**src/rtl/regfile_alu_if.sv**
```systemverilog
// Operation/result bundle for the register-file ALU core.
// The master drives the operation fields and the slave (the core) returns
// the Rdest read-back and the status flags.
interface regfile_alu_if;
  logic        En;
  logic [3:0]  RdestRegLoc;
  logic [3:0]  RsrcRegLoc;
  logic [15:0] Imm;
  logic        Imm_s;
  logic [4:0]  OpCode;
  logic [15:0] RdestOut;
  logic [4:0]  Flags;

  modport master (
    output En, RdestRegLoc, RsrcRegLoc, Imm, Imm_s, OpCode,
    input  RdestOut, Flags
  );

  modport slave (
    input  En, RdestRegLoc, RsrcRegLoc, Imm, Imm_s, OpCode,
    output RdestOut, Flags
  );
endinterface

```
**src/rtl/regfile_alu.sv**
```systemverilog
// 16 x 16-bit register file fused with a two-operand ALU and a 5-bit
// status register packed as {C, L, F, Z, N}. One operation per enabled
// clock: operand A is R[Rdest], operand B is R[Rsrc] or the immediate,
// and the result is written back to R[Rdest] on the same edge.
module regfile_alu (
  input  logic         Clk,
  input  logic         Rst,
  regfile_alu_if.slave bus
);
  localparam int DATA_W = 16;

  localparam logic [4:0] OP_ADD  = 5'b00000;
  localparam logic [4:0] OP_ADDU = 5'b00001;
  localparam logic [4:0] OP_ADDC = 5'b00010;
  localparam logic [4:0] OP_SUB  = 5'b00011;
  localparam logic [4:0] OP_SUBC = 5'b00100;
  localparam logic [4:0] OP_CMP  = 5'b00101;
  localparam logic [4:0] OP_AND  = 5'b00110;
  localparam logic [4:0] OP_OR   = 5'b00111;
  localparam logic [4:0] OP_XOR  = 5'b01000;
  localparam logic [4:0] OP_NOT  = 5'b01001;
  localparam logic [4:0] OP_MOV  = 5'b01010;
  localparam logic [4:0] OP_LSH  = 5'b01011;
  localparam logic [4:0] OP_ASH  = 5'b01100;
  localparam logic [4:0] OP_LUI  = 5'b01101;

  logic [DATA_W-1:0] r_regs [16];
  logic [4:0]        r_flags;

  logic [DATA_W-1:0]        w_a;
  logic [DATA_W-1:0]        w_b;
  logic signed [DATA_W-1:0] w_a_s;
  logic signed [DATA_W-1:0] w_b_s;
  logic                     w_cin;
  logic [DATA_W:0]          w_add;
  logic [DATA_W:0]          w_sub;
  logic                     w_add_ovf;
  logic                     w_sub_ovf;
  logic [DATA_W-1:0]        w_res;
  logic                     w_we;
  logic [4:0]               w_flags_nxt;

  // Shift A by B[3:0]; B[4] selects right, and arith makes a right shift
  // replicate the sign bit instead of filling with zero.
  function automatic logic [DATA_W-1:0] shift_fn(
    input logic [DATA_W-1:0] a,
    input logic [4:0]        ctl,
    input logic              arith
  );
    logic signed [DATA_W-1:0] a_s;
    a_s = $signed(a);
    if (!ctl[4])
      shift_fn = a << ctl[3:0];
    else if (arith)
      shift_fn = $unsigned(a_s >>> ctl[3:0]);
    else
      shift_fn = a >> ctl[3:0];
  endfunction

  // Operand fetch: both operands read the pre-edge register contents.
  assign w_a   = r_regs[bus.RdestRegLoc];
  assign w_b   = bus.Imm_s ? bus.Imm : r_regs[bus.RsrcRegLoc];
  assign w_a_s = $signed(w_a);
  assign w_b_s = $signed(w_b);

  // Only the carry-chained ops consume the stored carry flag.
  assign w_cin = ((bus.OpCode == OP_ADDC) || (bus.OpCode == OP_SUBC)) ? r_flags[4] : 1'b0;

  // 17-bit arithmetic: bit 16 is carry-out for add and borrow for subtract.
  assign w_add     = {1'b0, w_a} + {1'b0, w_b} + {{DATA_W{1'b0}}, w_cin};
  assign w_sub     = {1'b0, w_a} - {1'b0, w_b} - {{DATA_W{1'b0}}, w_cin};
  assign w_add_ovf = (w_a[DATA_W-1] == w_b[DATA_W-1]) && (w_add[DATA_W-1] != w_a[DATA_W-1]);
  assign w_sub_ovf = (w_a[DATA_W-1] != w_b[DATA_W-1]) && (w_sub[DATA_W-1] != w_a[DATA_W-1]);

  // Decode the opcode into a result, a write strobe and the next flag value.
  always_comb begin
    w_res       = '0;
    w_we        = 1'b1;
    w_flags_nxt = r_flags;
    unique case (bus.OpCode)
      OP_ADD, OP_ADDC: begin
        w_res          = w_add[DATA_W-1:0];
        w_flags_nxt[4] = w_add[DATA_W];
        w_flags_nxt[2] = w_add_ovf;
      end
      OP_ADDU: w_res = w_add[DATA_W-1:0];
      OP_SUB, OP_SUBC: begin
        w_res          = w_sub[DATA_W-1:0];
        w_flags_nxt[4] = w_sub[DATA_W];
        w_flags_nxt[2] = w_sub_ovf;
      end
      OP_CMP: begin
        w_we           = 1'b0;
        w_flags_nxt[1] = (w_a == w_b);
        w_flags_nxt[3] = (w_a < w_b);
        w_flags_nxt[0] = (w_a_s < w_b_s);
      end
      OP_AND:  w_res = w_a & w_b;
      OP_OR:   w_res = w_a | w_b;
      OP_XOR:  w_res = w_a ^ w_b;
      OP_NOT:  w_res = ~w_b;
      OP_MOV:  w_res = w_b;
      OP_LSH:  w_res = shift_fn(w_a, w_b[4:0], 1'b0);
      OP_ASH:  w_res = shift_fn(w_a, w_b[4:0], 1'b1);
      OP_LUI:  w_res = {w_b[7:0], 8'h00};
      default: w_we  = 1'b0;
    endcase
  end

  // Commit stage: reset clears everything, otherwise an enabled op writes back.
  always_ff @(posedge Clk) begin
    if (!Rst) begin
      for (int i = 0; i < 16; i++) r_regs[i] <= '0;
      r_flags <= '0;
    end else if (bus.En) begin
      if (w_we) r_regs[bus.RdestRegLoc] <= w_res;
      r_flags <= w_flags_nxt;
    end
  end

  assign bus.RdestOut = r_regs[bus.RdestRegLoc];
  assign bus.Flags    = r_flags;
endmodule

```
**src/flat_wrapper.sv**
```systemverilog
// flat-port wrapper written by rule: the top's interface ports become plain ports
module regfile_alu_flat 
  (Clk, Rst, bus_En, bus_RdestRegLoc, bus_RsrcRegLoc, bus_Imm, bus_Imm_s, bus_OpCode, bus_RdestOut, bus_Flags);
  regfile_alu_if bus_i ();
  input  logic Clk;
  input  logic Rst;
  input wire logic [$bits(bus_i.En)-1:0] bus_En;
  input wire logic [$bits(bus_i.RdestRegLoc)-1:0] bus_RdestRegLoc;
  input wire logic [$bits(bus_i.RsrcRegLoc)-1:0] bus_RsrcRegLoc;
  input wire logic [$bits(bus_i.Imm)-1:0] bus_Imm;
  input wire logic [$bits(bus_i.Imm_s)-1:0] bus_Imm_s;
  input wire logic [$bits(bus_i.OpCode)-1:0] bus_OpCode;
  output wire logic [$bits(bus_i.RdestOut)-1:0] bus_RdestOut;
  output wire logic [$bits(bus_i.Flags)-1:0] bus_Flags;
  assign bus_i.En = bus_En;
  assign bus_i.RdestRegLoc = bus_RdestRegLoc;
  assign bus_i.RsrcRegLoc = bus_RsrcRegLoc;
  assign bus_i.Imm = bus_Imm;
  assign bus_i.Imm_s = bus_Imm_s;
  assign bus_i.OpCode = bus_OpCode;
  assign bus_RdestOut = bus_i.RdestOut;
  assign bus_Flags = bus_i.Flags;
  regfile_alu u_core (.Clk(Clk), .Rst(Rst), .bus(bus_i));
endmodule
```
**config.mk**
```make
export PLATFORM = sky130hd
export DESIGN_NAME = regfile_alu_flat
export DESIGN_NICKNAME = d
export VERILOG_FILES = /design/src/rtl/regfile_alu_if.sv /design/src/rtl/regfile_alu.sv /design/src/flat_wrapper.sv
export SDC_FILE = /design/constraint.sdc
export NUM_CORES = 1
export LEC_CHECK = 0
export CAP_MARGIN = 20
export CELL_PAD_IN_SITES_DETAIL_PLACEMENT = 0
export CELL_PAD_IN_SITES_GLOBAL_PLACEMENT = 1
export CORE_ASPECT_RATIO = 1.75
export CORE_UTILIZATION = 45
export DETAILED_ROUTE_END_ITERATION = 10
export PLACE_DENSITY_LB_ADDON = 0.1
export SYNTH_ARGS = -nofsm -noshare
export SYNTH_HDL_FRONTEND = slang
export SYNTH_SLANG_ARGS = --single-unit
```
**constraint.sdc**
```tcl
create_clock -name Clk -period 8.5 [get_ports Clk]
set_clock_uncertainty 0.1 [all_clocks]
set_input_delay 2.125 -clock Clk [delete_from_list [all_inputs] [get_ports Clk]]
set_output_delay 2.125 -clock Clk [all_outputs]
set_load 0.02 [all_outputs]
```
==> results.cfg <==
; flow metrics
[status]
status = finished, final reports clean

[synth]
synth_cell_types = 81
edf_count = 256
ff_type = edfxtp_1
aoi_share = 0.107
area_leaders = edfxtp_1 (41%), mux4_2 (16%), nor2_1 (6.4%)
ys_seq_share = 0.417
ys_sh_xor = 0.00798
ys_chip_area_um2 = 18700
muxShareOfSynthArea = 0.212
synth.most_common_cell = nor2_1
netlist_logic_family_top = multiplexers
top_area_frac = 0.412
synth_area_leader_cell = edfxtp_1

[sta]
fin_setup_tns_ns = 0
fin_crit_sh = 0.890
timing.hold.ws_ns = 0.378
maxSlewHeadroom = 0.228
rsz0062_at_grt = no
finalCriticalPeriod_ns = 7.56
tightest_slew_ns = 1.16

[power]
total_power_mw = 3.91
top_power_group = registers
internal_power_mw = 2.55
p_leak_nw = 7.64
switching_power_mw = 1.37
seq_power_share = 0.378
powerDensity_nw_per_um2 = 188
combPwrFrac = 0.326
comb-power_mw = 1.27
peakVddDrop_uv = 147

[finish]
largest_reg_flops = 256
regArea_um2 = 7790
fill_cells = 3744
n_all_buffers = 148
drive_above_1_share = 0.179
area.combinational_um2 = 9970
sh_comb_area = 0.478
nets = 1850
num-multi-input-gates = 1220
layout_top_cells = nor2_1 (318), edfxtp_1 (256), mux4_2 (131)
antenna-diode-count = 3
area.growth.synth_to_final_pct = 11.8
finish.utilization = 0.511
largest-register = u_core.r_regs

[worst_setup_path]
r2r_cells = 17
crit_end = u_core.r_regs[1][14]$_SDFFCE_PN0P_
crit_start = bus_RdestRegLoc[0]
crit_family = buffers and inverters
arrival_ns = 7.75
r2r-start = u_core.r_regs[0][4]$_SDFFCE_PN0P_
cp_cell_sequence = buf_4, buf_12, mux4_2, mux4_2, inv_1, ha_1, ha_1, nand3_1, a21oi_1, o21ai_0, buf_4, a21oi_1, a211oi_1, xnor2_1, nor2_1, nor4_4, buf_12, nor2_1
crit_required_ns = 8.68
end_kind = flop
cp_slowest_cell = a21oi_1
path_max_fanout = 35

[floorplan]
fp_util = 0.457
rows = 98
pin_count = 54
core-area_um2 = 40800

[detailed_routing]
drt_iter0_drc = 1284
drc = 0
wl_per_cell_um = 33.3
dr.max_layer_used = met5
drtAntennaViolNets = 0
wl_met2_mm = 39.3
first_pass_iters = 5
viasPerCell = 6.56

[clocking]
cts.clk_slew.worst_paths_ns = 0.06
clockBufferDepth = 3
cts-root-buf = clkbuf_16
h-tree-depth = 1

[placement]
gp_congestion = 1.00
pre_cts_ws_ns = 0.453
hpwl_mm = 54.9
dp_cells = 2251

[grt]
grt.total_usage = 0.370
grt.met3_usage = 0.0734
grt_overflow = 0
busiest_layer = met2
grt_max_degree = 48
grt_antenna_before_repair = 6

[worst_hold_path]
holdCritStartpoint = u_core.bus.Flags[1]$_SDFFE_PN0P_
min_path_type = reg2reg

[flow_run]
tool_warnings = 80
max_cap_violations = 0
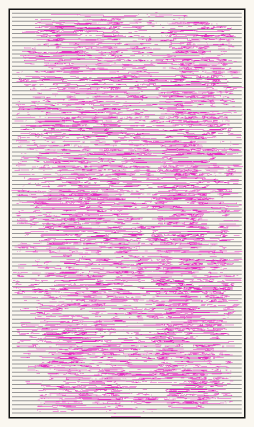
Figure 1: metal 1.
(1.5 px per µm) Supply wires on this layer in grey.
main direction: horizontal
wire length on this layer: 24.4 mm

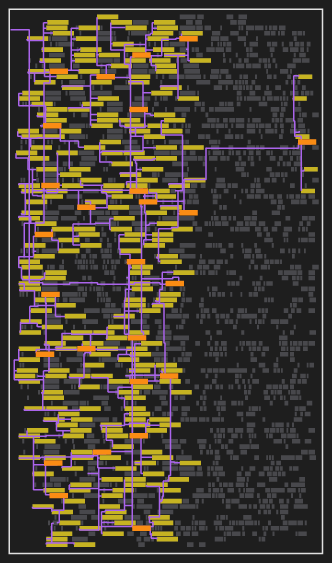
Figure 2: clock network drawn from the DEF.
(2 px per µm)
[yellow] flip-flops | count: 261
[orange] clock drivers | count: 26
[purple] clock wires | length: 3350 µm
routed clock nets: 27

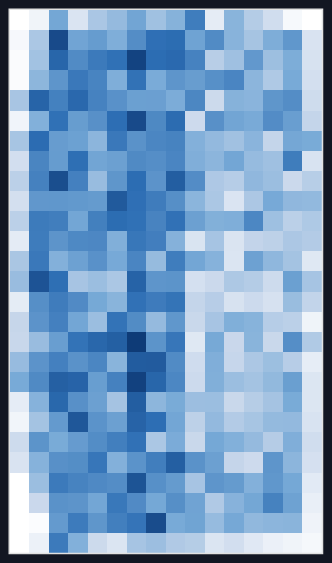
Figure 3: placement density heat map.
(2 px per µm) The die is cut into 16 by 27 equal tiles; white is low, dark blue is high, 0 to 100% covered.
nearly empty tiles: 1.6%
fullest tile: 96%
tiles over 75% full: 8.1%
mean over tiles: 48%

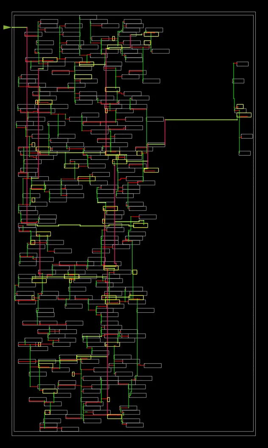
Figure 4: the clock network.
layout clock buffer count: 30
Latency at later pin: 0.55 ns
CTS buffer count: 26
clk pwr: 1.16 mW
registers: 261

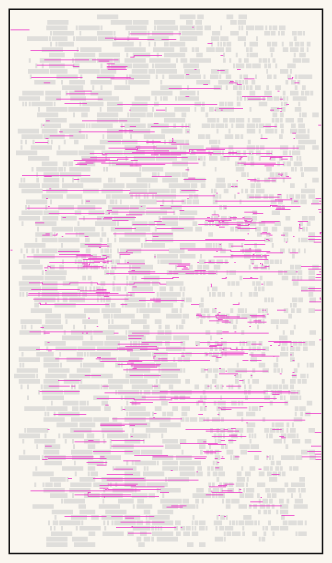
Figure 5: signal wires on met3.
(2 px per µm)
wire length on this layer: 5510 µm
main direction: horizontal
nets with wire on the layer: 249
longest straight run: 80.3 µm

No activity file was given, so power comes from the tool's default toggle rates.
